Run 1, routed metal per tile:
Scale bar: 20 um. The die is cut into 18 by 22 equal tiles; white is low, dark blue is high, scaled to the fullest tile. Values are wire area over tile area, all layers added.
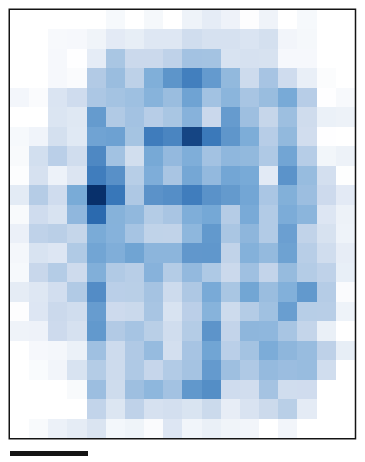
Run 1, a small window of the routed layout:
Region (24, 35) to (64, 75) um. Cells in gray, sequential cells in the stronger gray; small squares are vias.
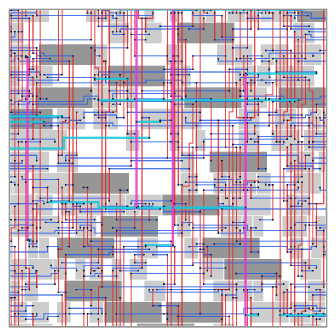
Run 1, met3 routing:
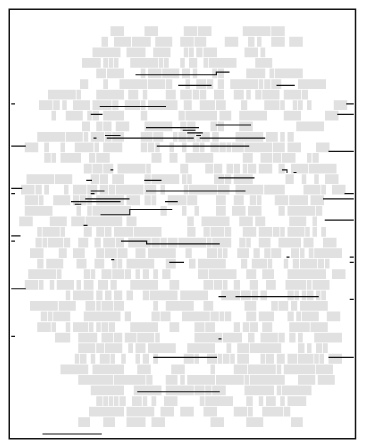
Run 1, clock wiring as the flow saved it:
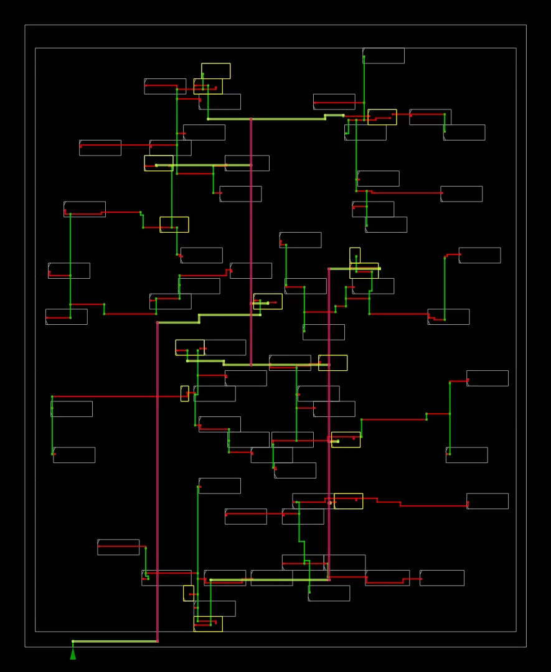
==> config.mk <==
export PLATFORM = sky130hd
export DESIGN_NAME = ibtfly_2_stream_flat
export DESIGN_NICKNAME = d
export VERILOG_FILES = /design/src/rtl/ibtfly_2_stream_pkg.sv /design/src/rtl/ibtfly_2_stream_if.sv /design/src/rtl/ibtfly_2.sv /design/src/rtl/ibtfly_2_stream.sv /design/src/flat_wrapper.sv
export SDC_FILE = /design/constraint.sdc
export NUM_CORES = 1
export LEC_CHECK = 0
export CAP_MARGIN = 20
export CORE_ASPECT_RATIO = 1.25
export CORE_MARGIN = 1.5
export CORE_UTILIZATION = 45
export DETAILED_ROUTE_END_ITERATION = 12
export GPL_TIMING_DRIVEN = 0
export MAX_ROUTING_LAYER = met4
export PLACE_DENSITY = 0.68
export SETUP_SLACK_MARGIN = 0.05
export SLEW_MARGIN = 20
export SYNTH_ARGS = -nofsm -noshare
export SYNTH_HDL_FRONTEND = slang
export SYNTH_SLANG_ARGS = --single-unit
==> constraint.sdc <==
create_clock -name i_clock -period 2.1 [get_ports i_clock]
set_input_delay 0.21 -clock i_clock [delete_from_list [all_inputs] [get_ports i_clock]]
set_output_delay 0.21 -clock i_clock [all_outputs]
set_load 0.05 [all_outputs]
==> results.json, run 1 <==
{
  "maximum_number_of_pins_on_one_net_before_global_route_repair": 11,
  "reg2reg_slack_ps": 40,
  "num-fill-cells": 821,
  "finalCritPeriodShare_pct": 98.0,
  "cts_htree_levels": 3,
  "seqAreaFraction_pct": 23.2,
  "postSynthRegisterBits": 59,
  "first_pass_grt_wire_length_mm": 17.8,
  "num_rows": 38,
  "post-synth-top-area-cell": "sky130_fd_sc_hd__dfxtp_1",
  "synth_stat.cells": 508,
  "grt_setup_unrepaired": "yes",
  "status": "complete, no violations",
  "diodes": 0,
  "syn-num-nets": 574,
  "maxCapViolCount": 0,
  "fin_nets": 629,
  "post-synth-top-count-cell": "sky130_fd_sc_hd__dfxtp_1",
  "gp_routability_congestion": 0.959,
  "place_inst": 671,
  "timing_hold_violations_final": 0,
  "cts_made_buffers": 9,
  "hold_path_depth": 3,
  "final_report_setup_violation_count": 0,
  "io_buffers": 43,
  "number_of_antenna_violations_at_the_first_check_in_global_routing": 0,
  "combAreaFraction_pct": 55.5,
  "yosys.stat.chipArea_um2": 4140,
  "nMultiInputCombCells": 381,
  "yosys-top-cells-count": "sky130_fd_sc_hd__dfxtp_1 (59), sky130_fd_sc_hd__nand2_1 (54), sky130_fd_sc_hd__a21oi_1 (42), sky130_fd_sc_hd__ha_1 (40), sky130_fd_sc_hd__nor2_1 (36)",
  "synthTopCellsByArea": "sky130_fd_sc_hd__dfxtp_1 (29%), sky130_fd_sc_hd__ha_1 (12%), sky130_fd_sc_hd__a21oi_1 (5.1%)",
  "final_layout_top_logic_cells": "sky130_fd_sc_hd__dfxtp_1 (55), sky130_fd_sc_hd__nand2_1 (54), sky130_fd_sc_hd__a21oi_1 (42)",
  "achievable-frequency_mhz": 486,
  "async_flop_share_pct": 0,
  "p_per_area_nw_per_um2": 1190,
  "proportion_of_layout_cells_with_a_drive_suffix_above_1_pct": 14.1,
  "fp_util_pct": 47.0
}
Notes on 'routed metal per tile' above:
The mean over all tiles is 0.18. 13% of the tiles are nearly empty. The densest ninth of the die: center. The fullest tile reaches 0.68. 12% of the tiles are over half the peak.
aggregate routed wire length: 11.2 mm
detail-routed net length per standard cell: 16.3 um
via count: 3,797
Tot GR Track Use: 25.0%

Notes on 'a small window of the routed layout' above:
Key: met1 = blue; met3 = cyan; met4 = magenta; met2 = red
129 logic cells have their middle in the window. Sequential cells in the window: 18. Most frequent: dfxtp_1 (18), a21oi_1 (9), nor3_1 (9).

Notes on 'met3 routing' above:
The layer holds 3.6% of the routed length. The longest straight run is 25.3 um. The wires run mostly horizontal. The layer carries 402 um of wire. 42 nets have wire on it.
global routing usage on met3: 4.17%

Notes on 'clock wiring as the flow saved it' above:
clkbuf count: 13
clock group power: 995 uW
Worst-Skew Late Latency: 370 ps
FFs & Latches: 59

run 1: power breakdown:
part | switching [uW] | internal [uW] | total, uW
logic | 2140 | 1320 | 3460
clock network | 480 | 515 | 995
registers | 214 | 1430 | 1650
total | 2830 | 3260 | 6100
run 1: through the flow:
step           util (%)  setup TNS [ps]  power [uW]  area, um2  hold slack, ps
2_1_floorplan         -               0        3940       4140             346
3_3_place_gp       53.6          -10850        4830       4720             439
3_5_place_dp       53.6          -11990        4880       4720             446
4_1_cts            56.6               0        5940       4980             291
5_1_grt            58.3           -99.1        6490       5130             224
6_report           58.3               0        6100       5130             181
run 1: cells by family (layout without fill, tap and decap cells):
logic type	count (synthesis)	count (layout)	synth area share (%)
compound gates	132	132	22.7
xor+xnor	9	9	1.91
fa+ha+maj	44	44	14.0
buf+inv	68	127	7.11
flops	59	59	28.6
mux	9	9	2.24
simple gates	187	187	23.5
run 1: critical path, stage by stage, from the launching register on:
cell and delay (ps):
sky130_fd_sc_hd__dfxtp_4 360, sky130_fd_sc_hd__inv_2 60, sky130_fd_sc_hd__ha_4 130, sky130_fd_sc_hd__inv_2 40
sky130_fd_sc_hd__fa_2 350, sky130_fd_sc_hd__a21o_1 210, sky130_fd_sc_hd__a22o_1 250, sky130_fd_sc_hd__o311a_1 330
sky130_fd_sc_hd__o21ai_1 130, sky130_fd_sc_hd__o311ai_1 100
run 1: metal layers:
metal	GRT usage, %	wire length [um]	share of wire (%)	vias up
met2	41.1	5510	49	77
met4	9.60	282	2.5	0
met5	-	0	0	-
met3	4.17	402	3.6	23
li1	-	-	-	1902
met1	30.6	5010	45	1795
run 1: timing repair:
action,in CTS,in global routing
hold buffers,0,0
endpoints found under the setup margin,22,43
buffers inserted,0,4
pin swaps,1,10
resized,24,43
==> run 2, diff against run 1 <==
CORE_MARGIN = 2   (was 1.5)
CORE_UTILIZATION = 50   (was 45)
PLACE_DENSITY = 0.75   (was 0.68)
SYNTH_HIERARCHICAL = 1   (was unset)
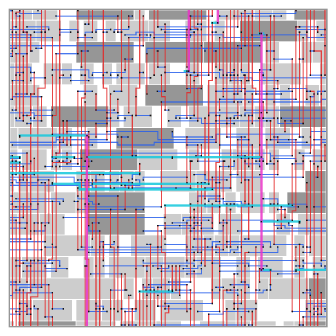
Run 2: a small window of the routed layout
Region (22, 32) to (62, 72) um. Cells in gray, sequential cells in the stronger gray; small squares are vias.
Key: met1 = blue; met4 = magenta; met2 = red; met3 = cyan
Sequential cells in the window: 12. Most frequent: nand2_1 (30), a21oi_1 (18), dfxtp_1 (12). 148 logic cells have their middle in the window.

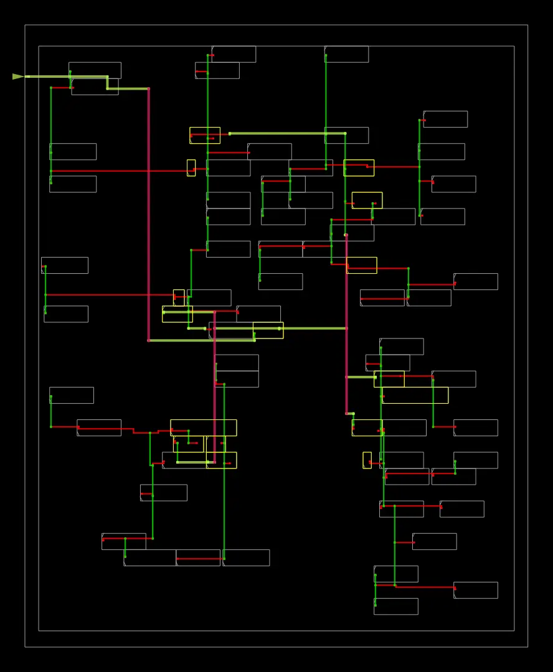
Run 2: clock wiring as the flow saved it
clkbuf count: 12
clock group power: 1140 uW
Post-Route Skew: 8.68 ps

==> results.json, run 2 <==
{
  "yosys.stat.chipArea_um2": 4020,
  "number_of_antenna_violations_at_the_first_check_in_global_routing": 0,
  "synthTopCellsByArea": "sky130_fd_sc_hd__dfxtp_1 (29%), sky130_fd_sc_hd__ha_1 (13%), sky130_fd_sc_hd__a21oi_1 (8.1%)",
  "switching_power_uw": 2760,
  "cts_htree_levels": 3,
  "async_flop_share_pct": 0,
  "largest_stage_delay_worst_path_ps": 360,
  "finalCritPeriodShare_pct": 105,
  "openroad.warnings": 50,
  "reg2reg_slack_ps": -110,
  "sequentialPower_uw": 1640,
  "critical-path-top-cell-by-count": "sky130_fd_sc_hd__inv_2",
  "status": "finished with violations",
  "failing_checks": "setup timing",
  "route.detailed.wl_per_inst_um": 14.6,
  "post-synth-top-area-cell": "sky130_fd_sc_hd__dfxtp_1",
  "post_cts_buffers": 5,
  "switching_share_pct": 43.9,
  "internal_power_uw": 3520,
  "seq_power_share_pct": 26.1,
  "num_rows": 36,
  "cts_resized": 36,
  "yosys-top-cells-count": "sky130_fd_sc_hd__nand2_1 (83), sky130_fd_sc_hd__a21oi_1 (65), sky130_fd_sc_hd__dfxtp_1 (59), sky130_fd_sc_hd__ha_1 (41), sky130_fd_sc_hd__inv_1 (36)",
  "total_power_uw": 6270,
  "final.setup.worst_slack_ps": -111,
  "hold_path_depth": 3,
  "hold_slack_ps": 172,
  "grt_setup_unrepaired": "yes",
  "final_report_setup_violation_count": 2,
  "wirelength_mm": 9.53,
  "p_per_area_nw_per_um2": 1230,
  "syn-num-nets": 562,
  "post_cts_hold_buffer_count": 0,
  "ff_type": "sky130_fd_sc_hd__dfxtp_1",
  "postSynthRegisterBits": 59,
  "clk-insertion-delay-late_ps": 330,
  "final_layout_top_logic_cells": "sky130_fd_sc_hd__nand2_1 (83), sky130_fd_sc_hd__a21oi_1 (61), sky130_fd_sc_hd__dfxtp_1 (50)",
  "proportion_of_layout_cells_with_a_drive_suffix_above_1_pct": 18.7,
  "fp_util_pct": 51.5,
  "share_clk_of_total_power_pct": 18.2,
  "gp_routability_congestion": 0.840,
  "timing_hold_violations_final": 0,
  "critical_path.cell_chain": "inv_2 -> ha_4 -> inv_2 -> fa_2 -> a21oi_4 -> o221ai_2 -> or3_4 -> a31oi_4 -> xnor2_2 -> nand2_1 -> a21oi_1",
  "io_buffers": 41,
  "main_power_group": "combinational cells",
  "synth_stat.cells": 495,
  "post-synth-top-count-cell": "sky130_fd_sc_hd__nand2_1",
  "yosysWarningCount": 6,
  "fin_nets": 619
}
[run 2: netlist changes by cell type in the layout (fill, tap and decap cells not counted), moves of 12 or more]
cell / delta
sky130_fd_sc_hd__nand2_1: +29
sky130_fd_sc_hd__xnor2_1: +12
sky130_fd_sc_hd__nor3_1: -17
sky130_fd_sc_hd__a21oi_1: +19
sky130_fd_sc_hd__mux2i_1: +13
sky130_fd_sc_hd__nor2_1: -14
[run 2: metal layers]
metal  global-route usage (%)  up-vias  wire, um
li1                         -     1794         -
met1                     25.9     1648      3970
met2                     39.1       78      5050
met3                     3.65       21       299
met4                     7.37        0       206
met5                        -        -         0
[run 2: cell families after synthesis]
logic type	synth area share [%]
xor+xnor	5.67
buf+inv	7.32
flops	29.4
simple gates	15.7
mux	4.86
compound gates	22.3
fa+ha+maj	14.8
[run 2: layout make-up]
type                            count  area [um2]
Clock buffer                       12         145
Timing Repair Buffer               47         469
Inverter                           36         138
Tap cell                           95         119
Sequential cell                    59        1200
Clock inverter                      4        73.8
Buffer                             30         180
Fill cell                         673        2700
Multi-Input combinational cell    369        2770
[run 2: metrics by stage]
step | setup slack (ps) | instances | utilization (%) | TNS (ps) | instance area, um2
after CTS | -138 | 652 | 62.6 | -260 | 4880
after global routing | -179 | 652 | 65.3 | -538 | 5090
after detailed placement | -558 | 631 | 58.3 | -7070 | 4550
after floorplan | 70.0 | 495 | - | 0 | 4020
after global placement | -559 | 631 | 58.3 | -6170 | 4550
final | -111 | 652 | 65.3 | -179 | 5090
[run 2: critical path: cells and delay by family, from the launching register on]
family / cells / cell delay [ps]
AND-OR/OR-AND: 4 / 610
buffers and inverters: 2 / 90
AND/OR/NAND/NOR: 2 / 450
flip-flops: 1 / 330
XOR/XNOR: 1 / 150
adder cells (fa/ha/maj): 2 / 490
Power and IR drop assume default switching activity.
